**src/rtl/fetch_pkg.sv**
```systemverilog
// Shared definitions for the instruction-fetch controller.
package fetch_pkg;

    localparam int unsigned MAX_WAIT_DEFAULT = 15;

    typedef enum logic [2:0] {
        StBoot,
        StFetch,
        StHold,
        StRedirect,
        StError
    } fetch_state_e;

endpackage

```
**src/rtl/wait_timer.sv**
```systemverilog
// Counts consecutive imem miss cycles; tc_o flags the MAX_WAIT-th enabled cycle.
module wait_timer #(
    parameter int unsigned MAX_WAIT = 15
) (
    input  logic clk,
    input  logic rst,
    input  logic clr_i,
    input  logic en_i,
    output logic tc_o
);

    localparam int unsigned CntW = (MAX_WAIT > 1) ? $clog2(MAX_WAIT + 1) : 1;

    logic [CntW-1:0] count_q;

    assign tc_o = en_i && (count_q == CntW'(MAX_WAIT - 1));

    always_ff @(posedge clk or negedge rst) begin
        if (!rst) begin
            count_q <= '0;
        end else if (clr_i) begin
            count_q <= '0;
        end else if (en_i && !tc_o) begin
            count_q <= count_q + 1'b1;
        end
    end

endmodule

```
**src/rtl/fetch_ctrl.sv**
```systemverilog
// Fetch sequencer: drives imem requests, PC load/select, branch redirects and timeout error.
// Outputs are decoded from the registered state and the current-cycle inputs.
module fetch_ctrl
    import fetch_pkg::*;
#(
    parameter int unsigned WIDTH    = 32,
    parameter int unsigned MAX_WAIT = MAX_WAIT_DEFAULT
) (
    input  logic             clk,
    input  logic             rst,
    input  logic             imem_ready,
    input  logic             stall,
    input  logic             branch_taken,
    input  logic [WIDTH-1:0] branch_offset,
    output logic             imem_req,
    output logic             pc_en,
    output logic             pcsrc,
    output logic [WIDTH-1:0] immop,
    output logic             instr_valid,
    output logic             flush,
    output logic             error
);

    fetch_state_e     state_q;
    logic             pend_q;
    logic [WIDTH-1:0] pend_off_q;

    logic timer_en;
    logic timer_tc;
    logic upd_point;
    logic redirect;

    wait_timer #(
        .MAX_WAIT (MAX_WAIT)
    ) u_wait_timer (
        .clk   (clk),
        .rst   (rst),
        .clr_i (!timer_en),
        .en_i  (timer_en),
        .tc_o  (timer_tc)
    );

    always_comb begin
        timer_en  = (state_q == StFetch) && !imem_ready;
        upd_point = !stall && (((state_q == StFetch) && imem_ready) || (state_q == StHold));
        redirect  = upd_point && (branch_taken || pend_q);
    end

    always_comb begin
        imem_req    = 1'b0;
        pc_en       = 1'b0;
        instr_valid = 1'b0;
        error       = 1'b0;
        unique case (state_q)
            StFetch: begin
                imem_req    = 1'b1;
                instr_valid = imem_ready && !redirect;
                pc_en       = upd_point;
            end
            StHold: begin
                instr_valid = !redirect;
                pc_en       = upd_point;
            end
            StError: error = 1'b1;
            default: ;
        endcase
        pcsrc = redirect;
        flush = redirect;
        // A branch arriving this cycle wins over the older pending one.
        immop = redirect ? (branch_taken ? branch_offset : pend_off_q) : '0;
    end

    always_ff @(posedge clk or negedge rst) begin
        if (!rst) begin
            state_q    <= StBoot;
            pend_q     <= 1'b0;
            pend_off_q <= '0;
        end else begin
            unique case (state_q)
                StBoot:     state_q <= StFetch;
                StFetch: begin
                    if (timer_tc) begin
                        state_q <= StError;
                    end else if (redirect) begin
                        state_q <= StRedirect;
                    end else if (imem_ready && stall) begin
                        state_q <= StHold;
                    end
                end
                StHold: begin
                    if (redirect) begin
                        state_q <= StRedirect;
                    end else if (!stall) begin
                        state_q <= StFetch;
                    end
                end
                StRedirect: state_q <= StFetch;
                StError:    state_q <= StError;
                default:    state_q <= StBoot;
            endcase

            if (redirect) begin
                pend_q <= 1'b0;
            end else if (branch_taken && (state_q != StBoot) && (state_q != StError)) begin
                pend_q     <= 1'b1;
                pend_off_q <= branch_offset;
            end
        end
    end

endmodule

```
**config.mk**
```make
export PLATFORM = sky130hd
export DESIGN_NAME = fetch_ctrl
export DESIGN_NICKNAME = d
export VERILOG_FILES = /design/src/rtl/fetch_pkg.sv /design/src/rtl/wait_timer.sv /design/src/rtl/fetch_ctrl.sv
export SDC_FILE = /design/constraint.sdc
export NUM_CORES = 1
export LEC_CHECK = 0
export CORE_MARGIN = 3
export CORE_UTILIZATION = 51
export CTS_BUF_LIST = sky130_fd_sc_hd__clkbuf_4
export DETAILED_ROUTE_END_ITERATION = 12
export GPL_ROUTABILITY_DRIVEN = 0
export GPL_TIMING_DRIVEN = 0
export PLACE_DENSITY_LB_ADDON = 0.12
export SLEW_MARGIN = 20
export SYNTH_ARGS = -nofsm -noshare
export SYNTH_HDL_FRONTEND = slang
export SYNTH_HIERARCHICAL = 1
export SYNTH_SLANG_ARGS = --single-unit
```
**constraint.sdc**
```tcl
create_clock -name clk -period 4.46 [get_ports clk]
set_clock_uncertainty 0.15 [all_clocks]
set_input_delay 0.892 -clock clk [delete_from_list [all_inputs] [get_ports clk]]
set_output_delay 0.892 -clock clk [all_outputs]
set_load 0.02 [all_outputs]
```
==> summary.rpt, run 1 <==
=== SYNTHESIS / PLACE & ROUTE SUMMARY ===
----------------------------------------------------
[Synth]
  Post-synth net total ........................ 237
  Netlist cell types ........................ 29
  Area figure in the yosys stat output ........................ 2197 um^2
  Post-synthesis instance area ........................ 2197 um^2
  Yosys cell count ........................ 198
  Sequential share of the synthesized area ........................ 45.56%
  Count of flip-flops with a built-in enable after synthesis ........................ 0
  Top-area cell share ........................ 45.56%
  Cells after synthesis ........................ 198
  Top area cell types ........................ sky130_fd_sc_hd__dfrtp_1 46%, sky130_fd_sc_hd__mux2_1 15%, sky130_fd_sc_hd__mux2i_1 15%, sky130_fd_sc_hd__nor2_1 7.2%, sky130_fd_sc_hd__buf_6 1.5%
  Top FF cell, synth ........................ sky130_fd_sc_hd__dfrtp_1
  Syn. warnings ........................ 6
  Synthesized flop and latch total ........................ 40
  Async S/R FF share, synth ........................ 100.0%
  Most common cell in the synthesized netlist ........................ sky130_fd_sc_hd__nor2_1
  Post-Synthesis Mean Instance Area ........................ 11.10 um^2
  Area leader, netlist ........................ sky130_fd_sc_hd__dfrtp_1
  Most frequent cells after synthesis ........................ 42 x sky130_fd_sc_hd__nor2_1, 40 x sky130_fd_sc_hd__dfrtp_1, 32 x sky130_fd_sc_hd__mux2i_1

[Cells and area]
  Fin area ........................ 3050 um^2
  Filler cell count ........................ 320
  Final nets ........................ 318
  Proportion of layout cells with a drive suffix above 1 ........................ 8.961%
  Area of the multi-input gates ........................ 1080 um^2
  Sequential cell area ........................ 1001 um^2
  Number of inserted diodes ........................ 0
  Growth of design area from synthesis to finish ........................ 38.84%

[Timing]
  Final min period ........................ 3.965 ns
  Final hold viol count ........................ 0
  Final Max-Slew Violation Tally ........................ 0
  Fmax ........................ 0.2522 GHz
  Setup WS post-layout ........................ 0.4953 ns
  Setup TNS ........................ 0 ns
  RSZ-0062 raised after global routing ........................ false
  Actual slew at the worst max-slew pin ........................ 0.7240 ns
  Period utilization ........................ 88.89%
  Max-slew headroom ........................ 51.74%
  Number of setup violations in the final report ........................ 0

[Floorplan]
  Chip Footprint ........................ 5132 um^2
  Core Density at Floorplan ........................ 53.77%
  Placeable core area ........................ 4086 um^2
  Height of the chip ........................ 71.64 um
  Number of top-level pins ........................ 75
  Die width ........................ 71.64 um
  Floorplan row count ........................ 23

[Clock network]
  Number of levels the H-tree was split into ........................ 2
  Number of buffers inserted to repair setup after CTS ........................ 0
  Largest buffer count on any clock path ........................ 2
  CTS Root Buffer Type ........................ sky130_fd_sc_hd__clkbuf_4
  CTS sink cnt ........................ 40
  Latency at later pin ........................ 0.34 ns
  TritonCTS clock tree ........................ built
  Gates resized, CTS repair ........................ 0
  CTS buffer count ........................ 5
  Count of hold-fix buffers inserted at cts ........................ 0
  Worst-path clk slew ........................ 0.11 ns

[Place]
  Detailed-placement wirelength estimate ........................ 3553 um
  Post-placement cell area ........................ 3005 um^2
  Setup WS pre-CTS ........................ 0.4813 ns
  Count of input and output buffers ........................ 73

[Detailed routing]
  DR DRC count ........................ 0
  Avg Vias per Cell ........................ 5.237
  Metal-1 WL ........................ 2079 um
  Detail Route Antenna Nets ........................ 0
  Top routing layer used ........................ met4
  Initial DRT Pass Iterations ........................ 4
  Wire length on met3 ........................ 233 um
  Initial DRC Count ........................ 99
  DR WL met2 ........................ 2398 um
  Wirelength per Cell ........................ 14.50 um

[Global routing]
  Tot GR Track Use ........................ 20.14%
  Final global-route overflow total ........................ 0
  Vias in the first global route ........................ 1,774
  Maximum number of pins on one net before global-route repair ........................ 33
  Antenna violations before repair ........................ 0
  First-pass GRT wire length ........................ 8148 um

[Setup path]
  Arrival time reported for the critical path endpoint ........................ 2.92 ns
  Startpoint of the worst register-to-register path ........................ state_q[1]
  Critical path peak fanout ........................ 10
  Origin of the worst setup path ........................ imem_ready
  Endpoint type of the worst setup path ........................ output pin
  Startpoint class of the critical path ........................ input pin
  Required time worst endpoint ........................ 3.42 ns
  Worst setup path class ........................ in -> out

[Worst hold path]
  Worst Hold Class ........................ in -> async

[Job]
  Log Warnings ........................ 27
  MaxCap Viol Count ........................ 0

[Power]
  IR drop worst, VDD ........................ 212.5 uV
  Power density normalized to cell area ........................ 319.5 nW/um^2
  Leakage ........................ 1.343 nW

[Run status]
  Run status ........................ finished, final reports clean

----------------------------------------------------
[run 1: kinds of logic after synthesis]
kind of cell    after synthesis  share of synthesized area [%]
buf+inv                      20                          5.296
mux                          66                          32.35
simple gates                 58                          11.50
compound gates               12                          4.158
fa+ha+maj                     2                          1.139
flops                        40                          45.56
[run 1: where the power goes]
part           internal [mW]  switching [mW]
Combinational          0.177           0.155
Sequential             0.434          0.0380
Clock                 0.0552           0.116
Total                  0.666           0.309
[run 1: cells in the final DEF, fill, tap and decap left out, drive strengths merged]
cell type      count
o21a               1
a221oi             1
clkinv             2
a21o               1
nand2b             4
dfrtp             40
clkbuf             5
and2b              1
buf               14
and4               1
nand3              1
nor3               4
mux2              34
nand4              1
a31oi              1
nand2              2
o21ai              2
nor2              42
ha                 2
a21oi              5
mux2i             32
nand3b             2
a211oi             1
inv                8
clkdlybuf4s50     72
[run 1: critical path: stages]
cell	delay [ns]
sky130_fd_sc_hd__clkdlybuf4s50_1	0.48
sky130_fd_sc_hd__nand3b_1	0.12
sky130_fd_sc_hd__a21o_1	0.22
sky130_fd_sc_hd__nand2b_1	0.13
sky130_fd_sc_hd__buf_2	0.17
sky130_fd_sc_hd__buf_6	0.15
sky130_fd_sc_hd__nor2_1	0.14
sky130_fd_sc_hd__clkdlybuf4s50_1	0.63
[run 1: final cells by class]
cell class / instances / area share [%]
multi-input cells: 138 / 35.40
clock buffers: 5 / 1.231
clock inverters: 2 / 0.2461
repair buffers: 74 / 24.45
well taps: 50 / 2.051
plain buffers: 12 / 2.830
inverters: 8 / 0.9844
flip-flops and latches: 40 / 32.81
[run 1: worst paths after layout]
kind / end / slack (ns) / cells past startpoint
worst min-delay path: pend_off_q[4] / 0.24 / 1
worst min register to register: pend_off_q[2] / 0.35 / 1
min in group clk: pend_off_q[2] / 0.35 / 1
worst max-delay path: immop[12] / 0.50 / 8
max in group asynchronous: pend_q / 3.48 / 2
worst max register to register: u_wait_timer/count_q[1] / 2.49 / 7
[run 1: flip-flops by register name (all words and copies together), names as in the netlist]
signal                count
pend_q                    1
state_q                   3
pend_off_q               32
u_wait_timer/count_q      4
[run 1: metrics by stage]
stage,power [mW],hold slack (ns),util [%],std cells
detailed placement,0.8147,0.3240,73.55,322
floorplan,0.6734,0.3074,-,198
global placement,0.7996,0.3160,73.18,321
CTS,0.9833,0.2384,74.65,329
global route,1.037,0.2324,74.65,329
finish,0.9745,0.2378,74.65,329
[run 1: routing by layer]
metal / up-vias / track usage [%]
met5: - / 0
met1: 831 / 26.19
met2: 50 / 33.88
li1: 837 / -
met3: 5 / 3.647
met4: 0 / 6.889
==> run_1/route_heat.png <==
14 x 14 tiles, from black (low) to pale yellow (high), scaled to the fullest tile. Values are wire area over tile area, all layers added.
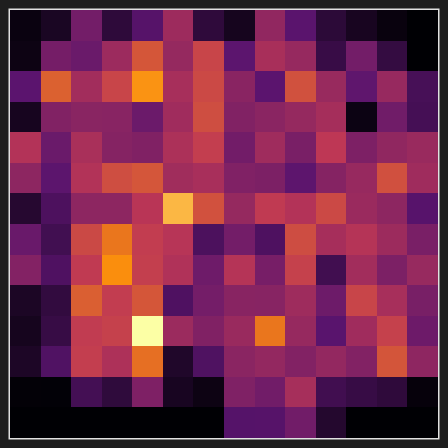
fullest tile: 0.44
nearly empty tiles: 7.7%
mean over tiles: 0.15

==> run_1/m1.png <==
Supply wires on this layer in grey.
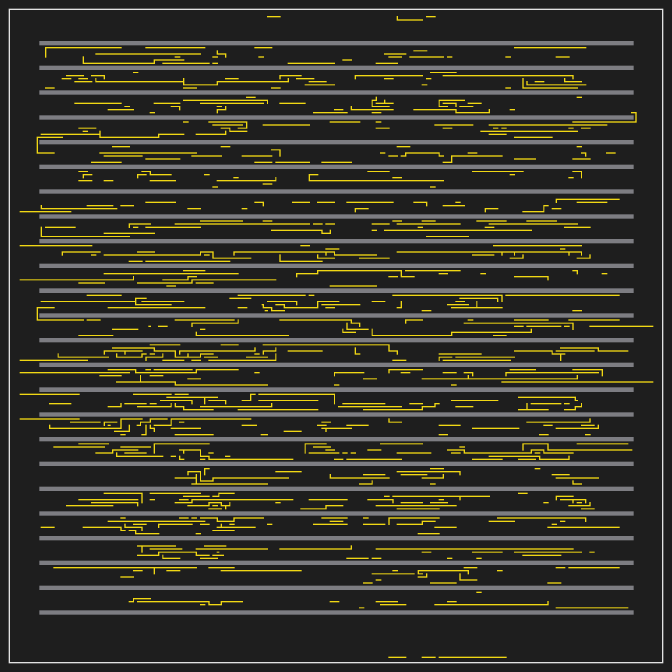
main direction: horizontal
longest straight run: 21.6 um
share of all routed wire: 44%
DR vias: 1,723
DRT Wirelength: 4771 um
met1 routing resource usage after global routing: 26.19%

==> run_1/layers.png <==
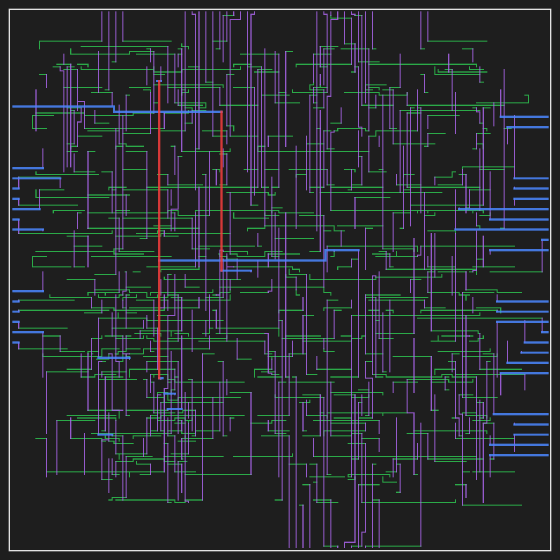
legend:
  purple:
    layer: M2
    wire_length: 2,400 um
  blue:
    layer: M3
    wire_length: 234 um
  green:
    layer: M1
    wire_length: 2,080 um
  red:
    layer: M4
    wire_length: 60.5 um

## Run 2: what changed since run 1
Settings changed: MAX_ROUTING_LAYER set to met4.
==> run_2/route_heat.png <==
14 x 14 tiles, from black (low) to pale yellow (high), scaled to the fullest tile. Values are wire area over tile area, all layers added.
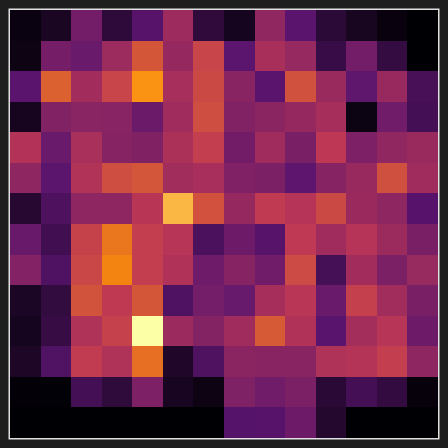
nearly empty tiles: 7.7%
mean over tiles: 0.15
tiles over half the peak: 18%
fullest tile: 0.44
DR vias: 1,717
DRT Wirelength: 4757 um
Wirelength per Cell: 14.46 um
Tot GR Track Use: 20.72%

==> run 2 against run 1 <==
Compared with the run above:
- die size did not move
- combinational power barely moved
- final cell count did not move
- non-clock buffer count did not move
- critical path type unchanged
- critical endpoint unchanged
- largest cell class unchanged
- largest power group unchanged
- highest routed layer unchanged
==> summary.rpt, run 2 <==
=== SYNTHESIS / PLACE & ROUTE SUMMARY ===
----------------------------------------------------
[Run status]
  Run status ........................ finished, final reports clean

[Power]
  IR drop worst, VDD ........................ 212.8 uV
  Leakage ........................ 1.343 nW
  Power density normalized to cell area ........................ 319.5 nW/um^2
  Total power consumption of the routed design ........................ 0.9747 mW

[Detailed routing]
  Avg Vias per Cell ........................ 5.219
  Detail Route Antenna Nets ........................ 0
  Initial DRC Count ........................ 103
  Initial DRT Pass Iterations ........................ 4
  DR DRC count ........................ 0

[Timing]
  Setup WS post-layout ........................ 0.4948 ns
  Actual slew at the worst max-slew pin ........................ 0.7276 ns
  Number of setup violations in the final report ........................ 0
  Period utilization ........................ 88.91%
  Max-slew headroom ........................ 51.50%
  Fmax ........................ 0.2522 GHz
  Final hold viol count ........................ 0
  Setup TNS ........................ 0 ns
  RSZ-0062 raised after global routing ........................ false
  Final min period ........................ 3.965 ns
  Final Max-Slew Violation Tally ........................ 0
  Hold WS ........................ 0.2375 ns

[Clock network]
  Largest buffer count on any clock path ........................ 2
  Latency at later pin ........................ 0.34 ns
  Gates resized, CTS repair ........................ 0
  Count of hold-fix buffers inserted at cts ........................ 0
  CTS buffer count ........................ 5
  Number of levels the H-tree was split into ........................ 2
  CTS sink cnt ........................ 40
  CTS Root Buffer Type ........................ sky130_fd_sc_hd__clkbuf_4
  Worst-path clk slew ........................ 0.11 ns
  TritonCTS clock tree ........................ built
  Number of buffers inserted to repair setup after CTS ........................ 0

[Setup path]
  Arrival time reported for the critical path endpoint ........................ 2.92 ns
  Worst setup path class ........................ in -> out
  Endpoint type of the worst setup path ........................ output pin
  Startpoint class of the critical path ........................ input pin
  Critical path peak fanout ........................ 10
  Required time worst endpoint ........................ 3.42 ns

[Synth]
  Syn. warnings ........................ 6
  Most common cell in the synthesized netlist ........................ sky130_fd_sc_hd__nor2_1
  Area leader, netlist ........................ sky130_fd_sc_hd__dfrtp_1
  Basic-gate share of the synthesized area counting and, or, nand and nor cells ........................ 11.50%
  Post-synth net total ........................ 237
  Synthesized flop and latch total ........................ 40
  Sequential share of the synthesized area ........................ 45.56%
  Top area cell types ........................ sky130_fd_sc_hd__dfrtp_1 46%, sky130_fd_sc_hd__mux2_1 15%, sky130_fd_sc_hd__mux2i_1 15%, sky130_fd_sc_hd__nor2_1 7.2%, sky130_fd_sc_hd__buf_6 1.5%
  Top logic family ........................ multiplexers
  Adder and majority gate portion of the synthesized area ........................ 1.139%
  Top FF cell, synth ........................ sky130_fd_sc_hd__dfrtp_1
  Top-area cell share ........................ 45.56%
  Count of flip-flops with a built-in enable after synthesis ........................ 0
  Netlist cell types ........................ 29
  Post-synthesis share of cell area spent on and-or and or-and gates ........................ 4.157%
  Async S/R FF share, synth ........................ 100.0%
  Yosys cell count ........................ 198
  Post-Synthesis Mean Instance Area ........................ 11.10 um^2
  Fraction of synthesized area in multiplexers ........................ 32.35%
  Post-synthesis instance area ........................ 2197 um^2
  Area figure in the yosys stat output ........................ 2197 um^2
  Most frequent cells after synthesis ........................ 42 x sky130_fd_sc_hd__nor2_1, 40 x sky130_fd_sc_hd__dfrtp_1, 32 x sky130_fd_sc_hd__mux2i_1
  Xor/xnor share of the synthesized area ........................ 0%
  Cells after synthesis ........................ 198

[Floorplan]
  Die width ........................ 71.64 um
  Number of top-level pins ........................ 75
  Core Density at Floorplan ........................ 53.77%
  Floorplan row count ........................ 23
  Placeable core area ........................ 4086 um^2
  Height of the chip ........................ 71.64 um
  Chip Footprint ........................ 5132 um^2

[Global routing]
  Maximum number of pins on one net before global-route repair ........................ 33
  First-pass GRT wire length ........................ 8142 um
  Antenna violations before repair ........................ 0
  Vias in the first global route ........................ 1,777
  Final global-route overflow total ........................ 0

[Job]
  MaxCap Viol Count ........................ 0
  Log Warnings ........................ 27

[Cells and area]
  Number of inserted diodes ........................ 0
  Most instantiated logic cell after routing ........................ sky130_fd_sc_hd__clkdlybuf4s50_1
  Proportion of layout cells with a drive suffix above 1 ........................ 8.961%
  Share of the core filled with cells ........................ 74.65%
  Final nets ........................ 318
  Filler cell count ........................ 320
  Final instance count without filler cells ........................ 329
  Largest register FFs ........................ 32
  Top logic cells by instance count in the layout ........................ 72 x sky130_fd_sc_hd__clkdlybuf4s50_1, 42 x sky130_fd_sc_hd__nor2_1, 40 x sky130_fd_sc_hd__dfrtp_1
  Most flops, register ........................ pend_off_q
  Fin area ........................ 3050 um^2
  Largest registers ........................ pend_off_q: 32 flops, u_wait_timer/count_q: 4 flops, state_q: 3 flops
  Growth of design area from synthesis to finish ........................ 38.84%

[Place]
  Setup WS pre-CTS ........................ 0.4813 ns
  # placed instances ........................ 322
  Detailed-placement wirelength estimate ........................ 3553 um
  Count of input and output buffers ........................ 73
  Post-placement cell area ........................ 3005 um^2

[Worst hold path]
  Worst Hold Class ........................ in -> async

----------------------------------------------------
==> run_2/m1.png <==
Supply wires on this layer in grey.
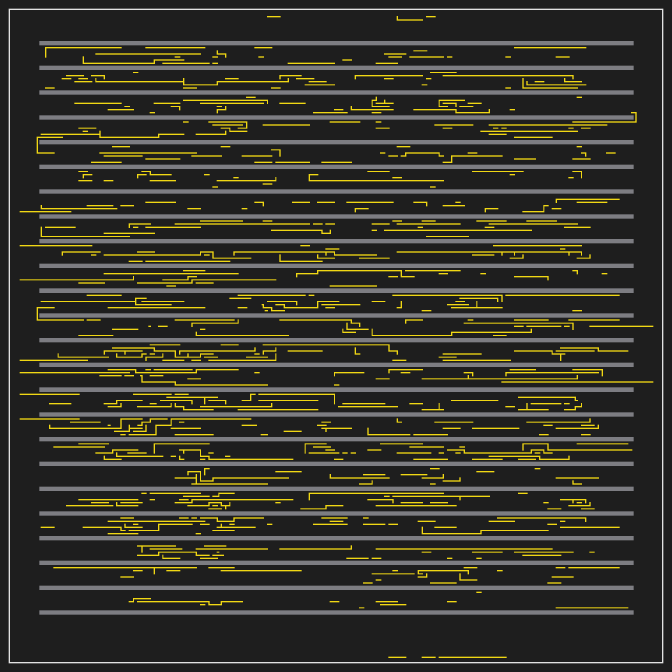
main direction: horizontal
nets with wire on the layer: 276
wire length on this layer: 2,060 um
met1 routing resource usage after global routing: 26.09%

==> run 2: cell counts after synthesis <==
Identical to the previous run, type by type.
==> run 2: cell families after synthesis <==
group	count (synthesis)
and+or+nand+nor	58
AOI/OAI and AO/OA	12
buffers and inverters	20
DFF	40
muxes	66
adders and majority gates	2
==> run 2: power by group <==
group          switching, mW  internal [mW]  total [mW]
Combinational          0.155          0.177       0.332
Clock                  0.116         0.0552       0.171
Sequential            0.0381          0.434       0.472
Total                  0.309          0.666       0.975
==> run 2: layer usage <==
metal	global-route usage, %	vias to the layer above	wire length (um)
met4	6.889	0	60
met5	-	-	0
met3	3.647	5	227
li1	-	836	-
met1	26.09	830	2062
met2	33.88	46	2406
==> run 2: critical path, stage by stage <==
cell and delay (ns):
sky130_fd_sc_hd__clkdlybuf4s50_1 0.48, sky130_fd_sc_hd__nand3b_1 0.12, sky130_fd_sc_hd__a21o_1 0.22, sky130_fd_sc_hd__nand2b_1 0.13, sky130_fd_sc_hd__buf_2 0.17, sky130_fd_sc_hd__buf_6 0.15, sky130_fd_sc_hd__nor2_1 0.14, sky130_fd_sc_hd__clkdlybuf4s50_1 0.63
==> run 2: layout make-up <==
cell class / count / area [um^2] / area share (%)
plain buffers: 12 / 86.33 / 2.830
clock buffers: 5 / 37.54 / 1.231
clock inverters: 2 / 7.507 / 0.2461
inverters: 8 / 30.03 / 0.9844
multi-input cells: 138 / 1080 / 35.40
flip-flops and latches: 40 / 1001 / 32.81
well taps: 50 / 62.56 / 2.051
repair buffers: 74 / 745.7 / 24.45
==> run 2: final timing paths <==
path	from	to	slack, ns	depth (start not counted)
worst max register to register	state_q[1]	u_wait_timer/count_q[1]	2.49	7
worst max-delay path	imem_ready	immop[12]	0.49	8
min in group clk	pend_off_q[2]	pend_off_q[2]	0.35	1
max in group asynchronous	rst	pend_q	3.49	2
worst min register to register	pend_off_q[2]	pend_off_q[2]	0.35	1
worst min-delay path	rst	pend_off_q[4]	0.24	1
## Run 3: what changed since run 2
Settings changed: CORE_UTILIZATION 51 to 45.
==> run_3/class_map.png <==
Bar = 20 um. Fill, decap, tap and diode cells in grey.
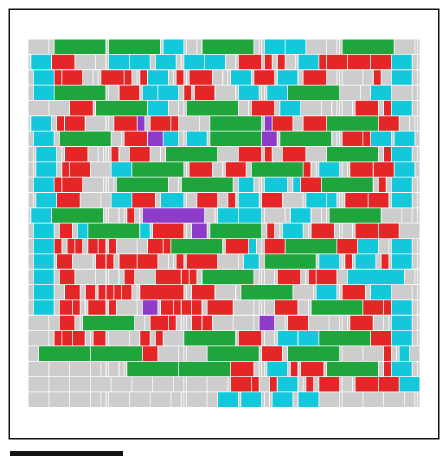
legend:
  red:
    class: remaining logic cells
    cells: 146
    share_of_their_area: 37%
  cyan:
    class: remaining buffers and delay cells
    cells: 86
    share_of_their_area: 28%
  purple:
    class: clock drivers and dummy loads
    cells: 8
    share_of_their_area: 2.5%
  green:
    class: registers
    cells: 40
    share_of_their_area: 33%
share of the core filled with cells: 68.52%
placeable core area: 4534 um^2
register fraction of the total cell area: 32.22%

==> run 3 against run 2 <==
Compared with the run above:
- total power up 6.0%
- combinational power about the same
- design area up 1.8%
- clock power up 36%
- non-clock buffer count unchanged
- critical path depth unchanged
- largest cell class unchanged
- synthesized cell count unchanged
==> summary.rpt, run 3 <==
=== SYNTHESIS / PLACE & ROUTE SUMMARY ===
----------------------------------------------------
[Power]
  Power density normalized to cell area ........................ 332.7 nW/um^2
  Leakage ........................ 1.361 nW
  Total power consumption of the routed design ........................ 1.033 mW
  IR drop worst, VDD ........................ 186.9 uV

[Timing]
  Final hold viol count ........................ 0
  Period utilization ........................ 88.24%
  Final min period ........................ 3.936 ns
  Hold WS ........................ 0.3158 ns
  Actual slew at the worst max-slew pin ........................ 0.7277 ns
  Setup TNS ........................ 0 ns
  Number of setup violations in the final report ........................ 0
  RSZ-0062 raised after global routing ........................ false
  Final Max-Slew Violation Tally ........................ 0
  Fmax ........................ 0.2541 GHz

[Synth]
  Most common cell in the synthesized netlist ........................ sky130_fd_sc_hd__nor2_1
  Area figure in the yosys stat output ........................ 2197 um^2
  Most frequent cells after synthesis ........................ 42 x sky130_fd_sc_hd__nor2_1, 40 x sky130_fd_sc_hd__dfrtp_1, 32 x sky130_fd_sc_hd__mux2i_1
  Sequential share of the synthesized area ........................ 45.56%
  Post-synth net total ........................ 237
  Top FF cell, synth ........................ sky130_fd_sc_hd__dfrtp_1
  Post-Synthesis Mean Instance Area ........................ 11.10 um^2
  Top-area cell share ........................ 45.56%
  Top area cell types ........................ sky130_fd_sc_hd__dfrtp_1 46%, sky130_fd_sc_hd__mux2_1 15%, sky130_fd_sc_hd__mux2i_1 15%, sky130_fd_sc_hd__nor2_1 7.2%, sky130_fd_sc_hd__buf_6 1.5%
  Async S/R FF share, synth ........................ 100.0%
  Syn. warnings ........................ 6

[Cells and area]
  Number of inserted diodes ........................ 0
  Largest register FFs ........................ 32
  Largest registers ........................ pend_off_q: 32 flops, u_wait_timer/count_q: 4 flops, state_q: 3 flops
  Proportion of layout cells with a drive suffix above 1 ........................ 9.286%
  Top logic cells by instance count in the layout ........................ 72 x sky130_fd_sc_hd__clkdlybuf4s50_1, 42 x sky130_fd_sc_hd__nor2_1, 40 x sky130_fd_sc_hd__dfrtp_1
  Final nets ........................ 318

[Setup path]
  Count of buffer and inverter cells on the critical path ........................ 4
  Startpoint class of the critical path ........................ input pin
  Required time worst endpoint ........................ 3.42 ns
  Critical path's largest stage delay ........................ 0.62 ns
  Standard cell with the maximum stage delay on the critical path ........................ sky130_fd_sc_hd__clkdlybuf4s50_1

[Global routing]
  Final global-route overflow total ........................ 0
  First-pass GRT wire length ........................ 7438 um
  Vias in the first global route ........................ 1,669
  Maximum number of pins on one net before global-route repair ........................ 24

[Detailed routing]
  DR WL met2 ........................ 2091 um
  Wirelength per Cell ........................ 13.50 um
  Initial DRC Count ........................ 53
  DRT Wirelength ........................ 4656 um
  Metal-1 WL ........................ 2219 um
  Initial DRT Pass Iterations ........................ 4
  Detail Route Antenna Nets ........................ 0
  Avg Vias per Cell ........................ 4.968
  DR DRC count ........................ 0
  DR vias ........................ 1,714

[Place]
  Count of input and output buffers ........................ 73
  Detailed-placement wirelength estimate ........................ 3354 um
  # placed instances ........................ 337

[Floorplan]
  Chip Footprint ........................ 5757 um^2
  Floorplan row count ........................ 24
  Core Density at Floorplan ........................ 48.45%

[Clock network]
  TritonCTS clock tree ........................ built
  Largest buffer count on any clock path ........................ 2
  Gates resized, CTS repair ........................ 0
  CTS buffer count ........................ 5
  Worst-path clk slew ........................ 0.12 ns
  CTS Root Buffer Type ........................ sky130_fd_sc_hd__clkbuf_4
  Latency at later pin ........................ 0.34 ns
  Number of buffers inserted to repair setup after CTS ........................ 0

[Worst hold path]
  Worst Hold Class ........................ in -> async

[Run status]
  Run status ........................ finished, final reports clean

[Job]
  Log Warnings ........................ 27

----------------------------------------------------
==> run_3/layers.png <==
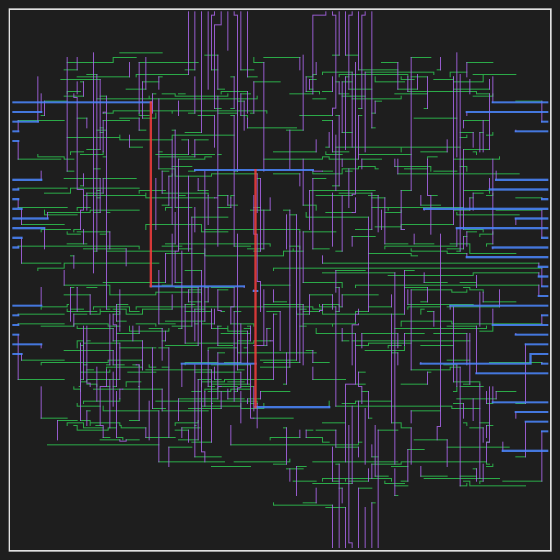
legend:
  green:
    layer: M1
    wire_length: 2,220 um
  blue:
    layer: M3
    wire_length: 287 um
  purple:
    layer: M2
    wire_length: 2,090 um
  red:
    layer: M4
    wire_length: 59.2 um

==> run 3: cell counts after synthesis <==
Identical to the previous run, type by type.
==> run 3: cells by family after synthesis <==
logic type                 share of synthesized area [%]
muxes                                              32.35
DFF                                                45.56
adders and majority gates                          1.139
AOI/OAI and AO/OA                                  4.158
and+or+nand+nor                                    11.50
buffers and inverters                              5.296
==> run 3: area by class of cell <==
type                    count  area (um^2)
clock buffers               5        37.54
fillers                   366         1428
flip-flops and latches     40         1001
plain buffers              12        86.33
clock inverters             3        37.54
inverters                   8        30.03
multi-input cells         138         1080
well taps                  65        81.33
repair buffers             74        753.2
==> run 3: path summary, 6_finish.rpt <==
kind | depth (start not counted) | endpoint | slack (ns) | startpoint
setup / recovery | 8 | immop[21] | 0.52 | imem_ready
hold / removal | 1 | pend_off_q[17] | 0.32 | rst
setup reg to reg | 7 | u_wait_timer/count_q[1] | 2.50 | state_q[1]
hold reg to reg | 1 | pend_off_q[5] | 0.34 | pend_off_q[5]
max in group asynchronous | 2 | pend_off_q[24] | 3.37 | rst
min in group clk | 1 | pend_off_q[5] | 0.34 | pend_off_q[5]
==> run 3: routing by layer <==
| layer | global-route usage, % | vias up |
|---|---|---|
| met5 | - | - |
| met4 | 5.825 | 0 |
| met3 | 4.617 | 6 |
| met2 | 26.05 | 54 |
| met1 | 22.62 | 811 |
| li1 | - | 843 |
==> run 3: metrics by stage <==
stage	instance area, um^2	worst slack [ns]
after global routing	3107	0.4071
after detailed placement	3032	0.5150
after CTS	3107	0.5123
after global placement	3009	0.5019
after floorplan	2197	1.459
final	3107	0.5243
==> run 3: power breakdown <==
group          total (mW)  switching [mW]  internal, mW
clock               0.233           0.118         0.115
sequential          0.470          0.0366         0.433
combinational       0.331           0.153         0.178
Power figures rest on the tool's default switching activity, not on a simulated workload.
